### config.mk
export PLATFORM = sky130hd
export DESIGN_NAME = score_display_ctrl
export DESIGN_NICKNAME = d
export VERILOG_FILES = /design/src/rtl/score_pkg.sv /design/src/rtl/seg7_encode.sv /design/src/rtl/score_display_ctrl.sv
export SDC_FILE = /design/constraint.sdc
export NUM_CORES = 1
export LEC_CHECK = 0
export ABC_CLOCK_PERIOD_IN_PS = 2500
export CORE_ASPECT_RATIO = 1.75
export CORE_MARGIN = 2
export CORE_UTILIZATION = 25
export CTS_CLUSTER_DIAMETER = 120
export DETAILED_ROUTE_END_ITERATION = 6
export MAX_ROUTING_LAYER = met4
export PLACE_DENSITY = 0.5
export SLEW_MARGIN = 20
export SYNTH_ARGS = -nofsm -noshare
export SYNTH_HDL_FRONTEND = slang
export SYNTH_SLANG_ARGS = --single-unit
### constraint.sdc
create_clock -name clk -period 2.5 [get_ports clk]
set_input_delay 0.5 -clock clk [delete_from_list [all_inputs] [get_ports clk]]
set_output_delay 0.5 -clock clk [all_outputs]
set_load 0.05 [all_outputs]
### src/rtl/score_pkg.sv
// Shared types and active-low seven-segment patterns (gfedcba) for the
// ping-pong score display.
package score_pkg;

  typedef logic [3:0] bcd_t;

  localparam logic [6:0] SEG_0     = 7'b1000000;
  localparam logic [6:0] SEG_1     = 7'b1111001;
  localparam logic [6:0] SEG_2     = 7'b0100100;
  localparam logic [6:0] SEG_3     = 7'b0110000;
  localparam logic [6:0] SEG_4     = 7'b0011001;
  localparam logic [6:0] SEG_5     = 7'b0010010;
  localparam logic [6:0] SEG_6     = 7'b0000010;
  localparam logic [6:0] SEG_7     = 7'b1111000;
  localparam logic [6:0] SEG_8     = 7'b0000000;
  localparam logic [6:0] SEG_9     = 7'b0010000;
  localparam logic [6:0] SEG_BLANK = 7'b1111111;

endpackage

### src/rtl/seg7_encode.sv
// Combinational BCD digit to active-low seven-segment pattern with blanking.
module seg7_encode
  import score_pkg::*;
(
  input  bcd_t       digit_i,
  input  logic       blank_i,
  output logic [6:0] seg_o
);

  always_comb begin
    seg_o = SEG_BLANK;
    if (!blank_i) begin
      case (digit_i)
        4'd0:    seg_o = SEG_0;
        4'd1:    seg_o = SEG_1;
        4'd2:    seg_o = SEG_2;
        4'd3:    seg_o = SEG_3;
        4'd4:    seg_o = SEG_4;
        4'd5:    seg_o = SEG_5;
        4'd6:    seg_o = SEG_6;
        4'd7:    seg_o = SEG_7;
        4'd8:    seg_o = SEG_8;
        4'd9:    seg_o = SEG_9;
        default: seg_o = SEG_BLANK;
      endcase
    end
  end

endmodule

### src/rtl/score_display_ctrl.sv
// Saturating BCD score keeper with win detection and a multiplexed,
// registered seven-segment scan driver.
module score_display_ctrl
  import score_pkg::*;
#(
  parameter int unsigned N_PLAYERS = 2,
  parameter int unsigned DIGITS    = 2,
  parameter int unsigned WIN_SCORE = 11,
  parameter int unsigned SCAN_DIV  = 50000,
  parameter int unsigned BLANK_LZ  = 1
) (
  input  logic                        clk,
  input  logic                        reset,
  input  logic [N_PLAYERS-1:0]        point,
  input  logic                        clear,
  output logic [6:0]                  seg,
  output logic [N_PLAYERS*DIGITS-1:0] an,
  output logic [N_PLAYERS-1:0]        winner,
  output logic                        game_over
);

  localparam int unsigned NSLOT  = N_PLAYERS * DIGITS;
  localparam int unsigned SLOT_W = (NSLOT > 1) ? $clog2(NSLOT) : 1;
  localparam int unsigned DIV_W  = $clog2(SCAN_DIV);
  localparam logic [NSLOT-1:0] AN_RST = ~NSLOT'(1);

  logic [N_PLAYERS-1:0][DIGITS-1:0][3:0] score_q, score_d;
  logic [N_PLAYERS-1:0] winner_q, win_set;
  logic                 game_over_q;
  logic [DIV_W-1:0]     div_q, div_d;
  logic [SLOT_W-1:0]    slot_q, slot_d;
  logic                 blink_q, blink_d;
  logic [6:0]           seg_q, seg_d;
  logic [NSLOT-1:0]     an_q, an_d;

  logic [NSLOT-1:0][3:0] slot_digit;
  logic [NSLOT-1:0]      lz_blank, blink_blank;
  bcd_t                  cur_digit;
  logic                  cur_blank;

  for (genvar p = 0; p < N_PLAYERS; p++) begin : g_player
    logic [DIGITS-1:0] carry, nine, win_eq;
    logic              inc;

    // A full-nines score saturates: the increment is suppressed entirely.
    assign inc      = point[p] & ~game_over_q & ~(&nine);
    assign carry[0] = inc;
    assign win_set[p] = inc & (&win_eq);

    for (genvar d = 0; d < DIGITS; d++) begin : g_digit
      localparam bcd_t WIN_DIGIT = bcd_t'((WIN_SCORE / (10 ** d)) % 10);

      assign nine[d] = (score_q[p][d] == 4'd9);
      if (d + 1 < DIGITS) begin : g_carry
        assign carry[d+1] = carry[d] & nine[d];
      end
      assign score_d[p][d] = !carry[d] ? score_q[p][d]
                           : (nine[d] ? 4'd0 : score_q[p][d] + 4'd1);
      assign win_eq[d] = (score_d[p][d] == WIN_DIGIT);

      assign slot_digit[p*DIGITS+d]  = score_q[p][d];
      assign lz_blank[p*DIGITS+d]    = (BLANK_LZ != 0) && (d > 0) &&
                                       (score_q[p][DIGITS-1:d] == '0);
      assign blink_blank[p*DIGITS+d] = blink_q & game_over_q & winner_q[p];
    end
  end

  always_comb begin
    div_d   = div_q + 1'b1;
    slot_d  = slot_q;
    blink_d = blink_q;
    if (div_q == DIV_W'(SCAN_DIV - 1)) begin
      div_d = '0;
      if (slot_q == SLOT_W'(NSLOT - 1)) begin
        slot_d  = '0;
        blink_d = ~blink_q;
      end else begin
        slot_d = slot_q + 1'b1;
      end
    end
  end

  // Outputs are built from the current slot so seg/an move together one
  // cycle after the slot index, never exposing two enables at once.
  always_comb begin
    cur_digit = '0;
    cur_blank = 1'b1;
    an_d      = '1;
    for (int unsigned k = 0; k < NSLOT; k++) begin
      if (slot_q == SLOT_W'(k)) begin
        cur_digit = slot_digit[k];
        cur_blank = lz_blank[k] | blink_blank[k];
        an_d[k]   = 1'b0;
      end
    end
  end

  seg7_encode u_seg7_encode (
    .digit_i (cur_digit),
    .blank_i (cur_blank),
    .seg_o   (seg_d)
  );

  always_ff @(posedge clk or negedge reset) begin
    if (!reset) begin
      score_q     <= '0;
      winner_q    <= '0;
      game_over_q <= 1'b0;
      div_q       <= '0;
      slot_q      <= '0;
      blink_q     <= 1'b0;
      seg_q       <= SEG_0;
      an_q        <= AN_RST;
    end else begin
      if (clear) begin
        score_q     <= '0;
        winner_q    <= '0;
        game_over_q <= 1'b0;
      end else begin
        score_q     <= score_d;
        winner_q    <= winner_q | win_set;
        game_over_q <= game_over_q | (|win_set);
      end
      div_q   <= div_d;
      slot_q  <= slot_d;
      blink_q <= blink_d;
      seg_q   <= seg_d;
      an_q    <= an_d;
    end
  end

  assign seg       = seg_q;
  assign an        = an_q;
  assign winner    = winner_q;
  assign game_over = game_over_q;

endmodule

==> run notes, run 1 <==
flow finished, numbers: outcome=complete, no violations, via/cell ratio=4.67, RR Endpoint=seg[4]$_DFF_PN0_, count of cell types in the netlist=54, Yosys chip area=2650 sq um, TritonCTS Sinks=49, met1 usage=10.8%, hold_buf cts=0, total gr overflow=0, largest net degree at the start of global routing=50, Worst Path Class, Setup=reg2reg, Power Dens Cells=553 nW/um^2, setup bufs post-CTS=0, met1 wire length=2160 um, Setup Viol. Count Final=0, Worst-Margin Slew=0.628 ns, # IOs=19, Worst IR Drop VDD=261 uV, first-pass GRT wire length=9450 um, Final Hold Viols=0, vias in the first global route=1991, CTS buffer count=5, Hold WC Path Type=in2async, ys async rst share=100%, Detail Route Antenna Nets=0, total power=1740 uW, CTS root buf=clkbuf_16, clk_lat worst skew=0.29 ns, critical path startpoint category=flip-flop, Clock power frac=45.4%, Die ar.=11500 sq um, Top Metal Used=met4, M2 GR Usage=20.7%
==> run 1: sequential cells by signal (all words and copies together) (netlist names) <==
| register | count |
|---|---|
| an | 4 |
| blink_q | 1 |
| div_q | 16 |
| game_over | 1 |
| score_q | 16 |
| seg | 7 |
| slot_q | 2 |
| winner | 2 |
==> run 1: logic make-up after synthesis <==
family	share of synthesized area, %
AND/OR/NAND/NOR	23.9
flip-flops	46.4
AND-OR/OR-AND	12.2
buffers and inverters	3.63
XOR/XNOR	7.26
adder cells (fa/ha/maj)	4.72
multiplexers	1.93
==> run 1: per-stage QoR <==
stage,setup WS [ns],hold slack (ns),area [sq um],cells
after floorplan,0.485,0.204,2650,271
after global placement,0.344,0.465,2970,411
after detailed placement,0.233,0.474,2970,411
after CTS,0.211,0.337,3140,419
after global routing,0.0606,0.365,3140,419
final,0.241,0.293,3140,419
==> run 1: worst max path at each step <==
stage,cells past startpoint,slack [ns],end,startpoint
floorplan,10,0.49,seg[4]$_DFF_PN0_,slot_q[0]$_DFFE_PN0N_
global placement,10,0.34,seg[4]$_DFF_PN0_,slot_q[0]$_DFFE_PN0N_
detailed placement,10,0.23,seg[4]$_DFF_PN0_,slot_q[0]$_DFFE_PN0N_
CTS,10,0.21,seg[4]$_DFF_PN0_,slot_q[0]$_DFFE_PN0N_
global route,10,0.06,seg[4]$_DFF_PN0_,slot_q[1]$_DFFE_PN0N_
finish,9,0.24,seg[4]$_DFF_PN0_,slot_q[1]$_DFFE_PN0N_
==> run 1: worst max-delay path: stages (launching register included) <==
cell and delay (ns):
dfrtp_1 0.38, ha_1 0.36, nand2b_1 0.22, o21ai_1 0.08, a31oi_1 0.33, inv_1 0.15, ha_1 0.23, nor3_1 0.19
a221oi_1 0.10, o21ai_1 0.14
==> run 1: power groups by stage <==
stage	clock network, uW	registers (uW)	logic [uW]
finish	788	818	130
global placement	0	833	132
CTS	822	818	133
floorplan	0	861	47.6
global route	853	819	143
detailed placement	0	833	133
==> run 1: Yosys cell counts, types with 2 or more instances <==
master,instances,area share (%)
a21oi_1,14,2.6
a31oi_1,2,0.47
a32oi_1,2,0.66
and3_1,4,0.94
and4_1,3,0.99
buf_2,2,0.38
clkbuf_1,5,0.71
dfrtp_1,45,42
dfstp_2,4,4.0
ha_1,10,4.7
inv_1,13,1.8
inv_2,2,0.28
mux2i_1,4,1.5
nand2_1,23,3.3
nand2b_1,3,0.71
nand3_1,12,2.3
nand3b_1,4,1.1
nand4_1,5,1.2
nand4b_1,2,0.66
nor2_1,35,5.0
nor2b_1,4,0.94
nor3_1,10,1.9
nor4b_1,2,0.66
o21ai_0,4,0.75
o21ai_1,7,1.3
or3_1,2,0.47
xnor2_1,14,4.6
xor2_1,8,2.6
==> run 1: layout make-up <==
| cell class | instances | area (sq um) | share of cell area (%) |
|---|---|---|---|
| clock buffer | 7 | 143 | 4.54 |
| clock inverter | 1 | 30.0 | 0.956 |
| inverter | 15 | 56.3 | 1.79 |
| multi-input combinational | 199 | 1330 | 42.2 |
| sequential | 49 | 1230 | 39.2 |
| tap | 127 | 159 | 5.06 |
| timing repair buffer | 21 | 198 | 6.29 |
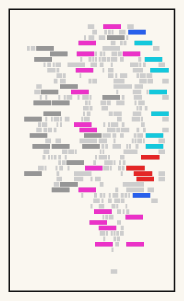
Run 1: where the registers sit
Scale: 2 px per um. Other sequential cells in the stronger grey, the rest of the logic in the fainter grey.
Magenta shows score_q, flops 16. Cyan shows seg, flops 7. Red shows an, flops 4, where right middle. Blue shows winner, flops 2.
sequential share of cell area: 39.2%
Sequential Area: 1230 sq um
sequential power: 818 uW
post-layout util: 30.5%

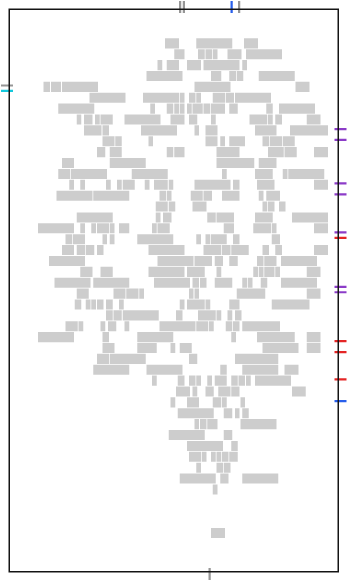
Run 1: pin placement
Scale: 4 px per um. Pins as bars across the die edge, other pins in grey.
Cyan shows reset, pins 1, direction input, edge left. Red shows an, pins 4, direction output, edge right. Blue shows winner, pins 2, direction output, edge 1 right, 1 top. Purple shows seg, pins 7, direction output, edge right.
All pins by edge: 12 right, 4 top, 2 left, 1 bottom.
port bufs: 18
Die Y: 140 um
die width: 81.9 um

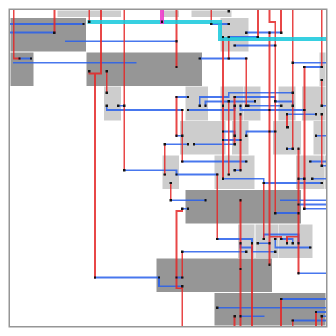
Run 1: layout detail
Window x 28 to 53, y 30 to 55 um. Cells in grey, sequential cells in the stronger grey; small squares are vias.
Blue shows metal 1. Cyan shows metal 3. Red shows metal 2. Magenta shows metal 4.
Netlist names of flops here include score_q (4), div_q (1). Most frequent: dfrtp_1 (5), nor2_1 (4), and3_1 (2). Sequential cells in the window: 5. 21 logic cells have their middle in the window.

Run 1, gate-type map:
Scale: 2 px per um.
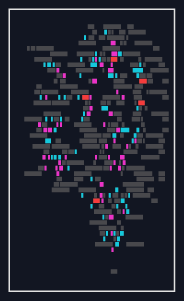

==> run 2: changes to the inputs <==
--- a/config.mk
+++ b/config.mk
@@ -7,8 +7,9 @@
 export LEC_CHECK = 0
 export ABC_CLOCK_PERIOD_IN_PS = 2500
 export CORE_ASPECT_RATIO = 1.75
-export CORE_MARGIN = 2
+export CORE_MARGIN = 4
 export CORE_UTILIZATION = 25
+export CTS_BUF_LIST = sky130_fd_sc_hd__clkbuf_16
 export CTS_CLUSTER_DIAMETER = 120
 export DETAILED_ROUTE_END_ITERATION = 6
 export MAX_ROUTING_LAYER = met4
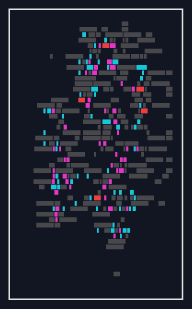
Run 2: gate-type map
Scale: 2 px per um.
Magenta shows NAND gates, cells 49. Cyan shows NOR gates, cells 57. Red shows multiplexers, cells 5.

==> run 2 against run 1 <==
Net effect:
- via count is 2.1% higher
- largest cell class unchanged
- sequential cell count did not move
- highest routed layer unchanged
- critical path type unchanged
- design area fell by 0.32%
==> run notes, run 2 <==
flow finished, numbers: Hold WC Path Type=in2async, TritonCTS Sinks=49 (unchanged), pre-CTS WS=0.252 ns (+0.0190 ns), Detail Route Antenna Nets=0 (unchanged), # IOs=19 (unchanged), port bufs=18 (unchanged), top cells by area=dfrtp_1 (42%), nor2_1 (5.0%), ha_1 (4.7%), xnor2_1 (4.6%), dfstp_2 (4.0%), crit path buf inv count=3 (+2), ys async rst share=100% (unchanged), Die Y=144 um (+2.9%), Final Hold Viols=0 (unchanged), Yosys chip area=2650 sq um (unchanged), Worst-Margin Slew=0.574 ns (-0.0539 ns), Sequential Area=1230 sq um (unchanged), vias in the first global route=2131 (+7.0%), outcome=complete, no violations, Top Family by Delay on Critical Path=AND-OR/OR-AND gates, Worst IR Drop VDD=248 uV (-5.0%), Final Non-Filler Cells=419 (unchanged), via/cell ratio=4.77 (+2.1%), total gr overflow=0 (unchanged), clk_lat worst skew=0.29 ns (about the same), crit-path cells=inv_1 > ha_1 > inv_1 > nand3_1 > a31oi_1 > inv_1 > ha_1 > nor3_1 > a221oi_1 > o21ai_1, CTS root buf=clkbuf_16, critical path startpoint category=flip-flop, Setup Viol. Count Final=0 (unchanged), Die ar.=12400 sq um (+7.9%), cell with the most instances after synthesis=dfrtp_1, hold_buf cts=0 (unchanged), Worst Path Class, Setup=reg2reg, Synth area leader=dfrtp_1, critical path startpoint=slot_q[1]$_DFFE_PN0N_, CP peak stage delay=0.38 ns (about the same), area post-placement=2970 sq um (unchanged)
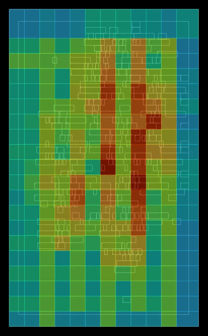
Run 2: congestion heat map
total track usage: 10.7%
met1 usage: 9.76%

## run 2: cell counts after synthesis
Identical to the previous run, type by type.
## run 2: cells by family (layout without fill, tap and decap cells)
logic type | Yosys count | after routing | share of synthesized area [%]
AOI/OAI and AO/OA | 42 | 42 | 12.2
and+or+nand+nor | 120 | 120 | 23.9
adders and majority gates | 10 | 10 | 4.72
xor gates and xnor gates | 22 | 22 | 7.26
buffers and inverters | 23 | 44 | 3.63
DFF | 49 | 49 | 46.4
muxes | 5 | 5 | 1.93
## run 2: worst paths after layout
check | endpoint | slack (ns) | cells past startpoint
setup / recovery | seg[4]$_DFF_PN0_ | 0.25 | 10
min in group clk | div_q[0]$_DFF_PN0_ | 0.48 | 1
hold reg to reg | div_q[0]$_DFF_PN0_ | 0.48 | 1
max in group asynchronous | div_q[1]$_DFF_PN0_ | 1.61 | 2
hold / removal | blink_q$_DFFE_PN0P_ | 0.20 | 1
setup reg to reg | seg[4]$_DFF_PN0_ | 0.25 | 10
## run 2: layout make-up
cell class / instances / area share [%]
flip-flops and latches: 49 / 39.3
multi-input cells: 199 / 42.3
inverters: 15 / 1.80
clock buffers: 5 / 4.00
clock inverters: 3 / 1.20
repair buffers: 21 / 6.31
well taps: 127 / 5.07
## run 2: routing by layer
layer | global-route usage, % | part of all wire [%]
met1 | 9.76 | 37
met3 | 2.11 | 2.6
met4 | 5.25 | 4.0
met2 | 20.4 | 56
met5 | - | 0
## run 2: power breakdown
part	switching (uW)	leakage [uW]	internal [uW]	total (uW)
combinational	85.9	0.000566	46.1	132
sequential	10.9	0.000648	807	818
clock	288	0.0000826	465	753
total	384	0.00130	1320	1700
## run 2: metrics by stage
step	total power [uW]	hold WS (ns)	util, %
final	1700	0.200	30.4
after global routing	1790	0.240	30.4
after CTS	1740	0.223	30.4
after detailed placement	968	0.472	28.8
after global placement	966	0.466	28.8
after floorplan	909	0.204	-
Run 2, pin placement:
Scale: 4 px per um. Pins as bars across the die edge, other pins in grey.
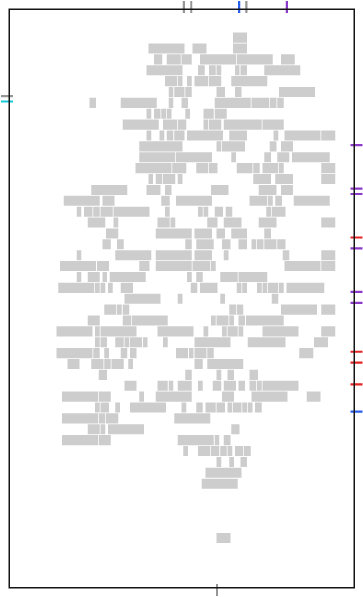

==> run 3: changes to the inputs <==
--- a/config.mk
+++ b/config.mk
@@ -7,7 +7,6 @@
 export LEC_CHECK = 0
 export ABC_CLOCK_PERIOD_IN_PS = 2500
 export CORE_ASPECT_RATIO = 1.75
-export CORE_MARGIN = 4
 export CORE_UTILIZATION = 25
 export CTS_BUF_LIST = sky130_fd_sc_hd__clkbuf_16
 export CTS_CLUSTER_DIAMETER = 120
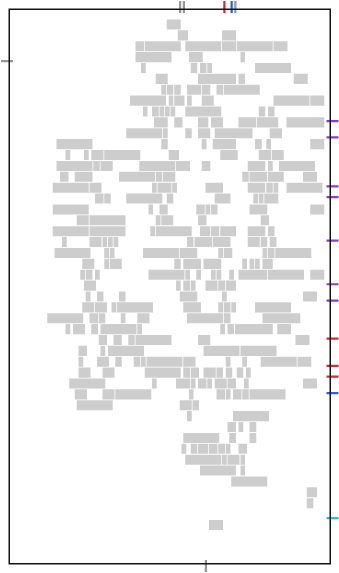
Run 3: pin placement
Scale: 4 px per um. Pins as bars across the die edge, other pins in grey.
Cyan shows reset, pins 1, direction input, edge right. Purple shows seg, pins 7, direction output, edge right. Blue shows winner, pins 2, direction output, edge 1 right, 1 top. Red shows an, pins 4, direction output, edge 3 right, 1 top.
All pins by edge: 12 right, 5 top, 1 left, 1 bottom.

==> run 3 against run 2 <==
Net effect:
- clock power down 14%
- sequential power barely moved
- first-iteration DRC count grew 14%
- synthesized area unchanged
- maximum frequency increased by 0.43%
- critical path type unchanged
- largest power group unchanged
==> run notes, run 3 <==
flow finished, numbers: outcome=complete, no violations, total gr overflow=0 (unchanged), total track usage=11.9% (+1.2 points), Area Growth Syn to Fin=16.9%, port bufs=18 (unchanged), CTS root buf=clkbuf_16, Setup Viol. Count Final=0 (unchanged), top cells by area=dfrtp_1 (42%), nor2_1 (5.0%), ha_1 (4.7%), xnor2_1 (4.6%), dfstp_2 (4.0%), total power=1590 uW (-6.4%), Yosys chip area=2650 sq um (unchanged), Worst IR Drop VDD=311 uV (+25%), hold_buf cts=0 (unchanged), critical path startpoint category=flip-flop, via/cell ratio=4.71 (-1.2%), Synth area leader=dfrtp_1, Worst Path Class, Setup=reg2reg, Die ar.=11000 sq um (-11%), Hold WC Path Type=in2async, crit path buf inv count=2 (-1), cell with the most instances after synthesis=dfrtp_1, CP peak stage delay=0.38 ns (about the same), crit-path cells=inv_1 > ha_1 > nor2_2 > o211ai_2 > o221a_2 > inv_2 > ha_1 > nor3_1 > a221oi_1 > o21ai_1, vias in the first global route=2062 (-3.2%), Detail Route Antenna Nets=0 (unchanged), Final Hold Viols=0 (unchanged), # IOs=19 (unchanged), ys async rst share=100% (unchanged)
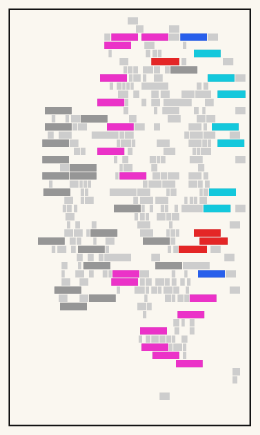
Run 3: where the registers sit
Scale: 3 px per um. Other sequential cells in the stronger grey, the rest of the logic in the fainter grey.
Red shows an, flops 4, where right middle. Cyan shows seg, flops 7. Magenta shows score_q, flops 16. Blue shows winner, flops 2.
sequential share of cell area: 39.7%
post-layout util: 30.1%

## run 3: worst reg2reg max path, stage by stage, from the launching register on
cell and delay (ns):
dfrtp_1 0.38, inv_1 0.10, ha_1 0.27, nor2_2 0.33, o211ai_2 0.14, o221a_2 0.19
inv_2 0.12, ha_1 0.18, nor3_1 0.06, a221oi_1 0.24, o21ai_1 0.10
## run 3: report_power, final
part	switching, uW	internal [uW]	total [uW]	leakage (uW)
clock network	282	364	646	0.0000748
registers	10.8	807	818	0.000648
logic	84.7	45.0	130	0.000561
## run 3: layout make-up
type | instances | area, sq um | area share (%)
multi-input cells | 199 | 1330 | 42.7
inverters | 15 | 56.3 | 1.82
repair buffers | 20 | 190 | 6.13
well taps | 127 | 159 | 5.13
flip-flops and latches | 49 | 1230 | 39.7
clock buffers | 5 | 125 | 4.04
clock inverters | 3 | 13.8 | 0.444
## run 3: through the flow
step / setup WS, ns / instance area [sq um] / instances / utilization, %
after global placement: 0.334 / 2960 / 410 / 28.8
after CTS: 0.220 / 3100 / 418 / 30.1
final: 0.263 / 3100 / 418 / 30.1
after floorplan: 0.485 / 2650 / 271 / -
after detailed placement: 0.231 / 2960 / 410 / 28.8
after global routing: 0.0515 / 3100 / 418 / 30.1
## run 3: worst paths after layout
path | from | end | slack, ns | cells after the start
setup reg to reg | slot_q[0]$_DFFE_PN0N_ | seg[4]$_DFF_PN0_ | 0.26 | 10
hold reg to reg | div_q[0]$_DFF_PN0_ | div_q[0]$_DFF_PN0_ | 0.50 | 1
min in group clk | div_q[0]$_DFF_PN0_ | div_q[0]$_DFF_PN0_ | 0.50 | 1
max in group asynchronous | reset | score_q[14]$_DFF_PN0_ | 1.76 | 2
hold / removal | reset | score_q[2]$_DFF_PN0_ | 0.31 | 2
setup / recovery | slot_q[0]$_DFFE_PN0N_ | seg[4]$_DFF_PN0_ | 0.26 | 10
## run 3: layer usage
metal  track usage [%]  share of wire, %  vias up
li1                  -                 -      981
met1              11.7                37      949
met2              21.2                57       26
met3              2.24               2.0       13
met4              6.67               4.2        0
met5                 -                 0        -
## run 3: logic make-up after synthesis
group,count (synthesis),synth area share [%]
buffers and inverters,23,3.63
AND-OR/OR-AND,42,12.2
multiplexers,5,1.93
adder cells (fa/ha/maj),10,4.72
flip-flops,49,46.4
XOR/XNOR,22,7.26
AND/OR/NAND/NOR,120,23.9
Power and IR drop assume default switching activity.
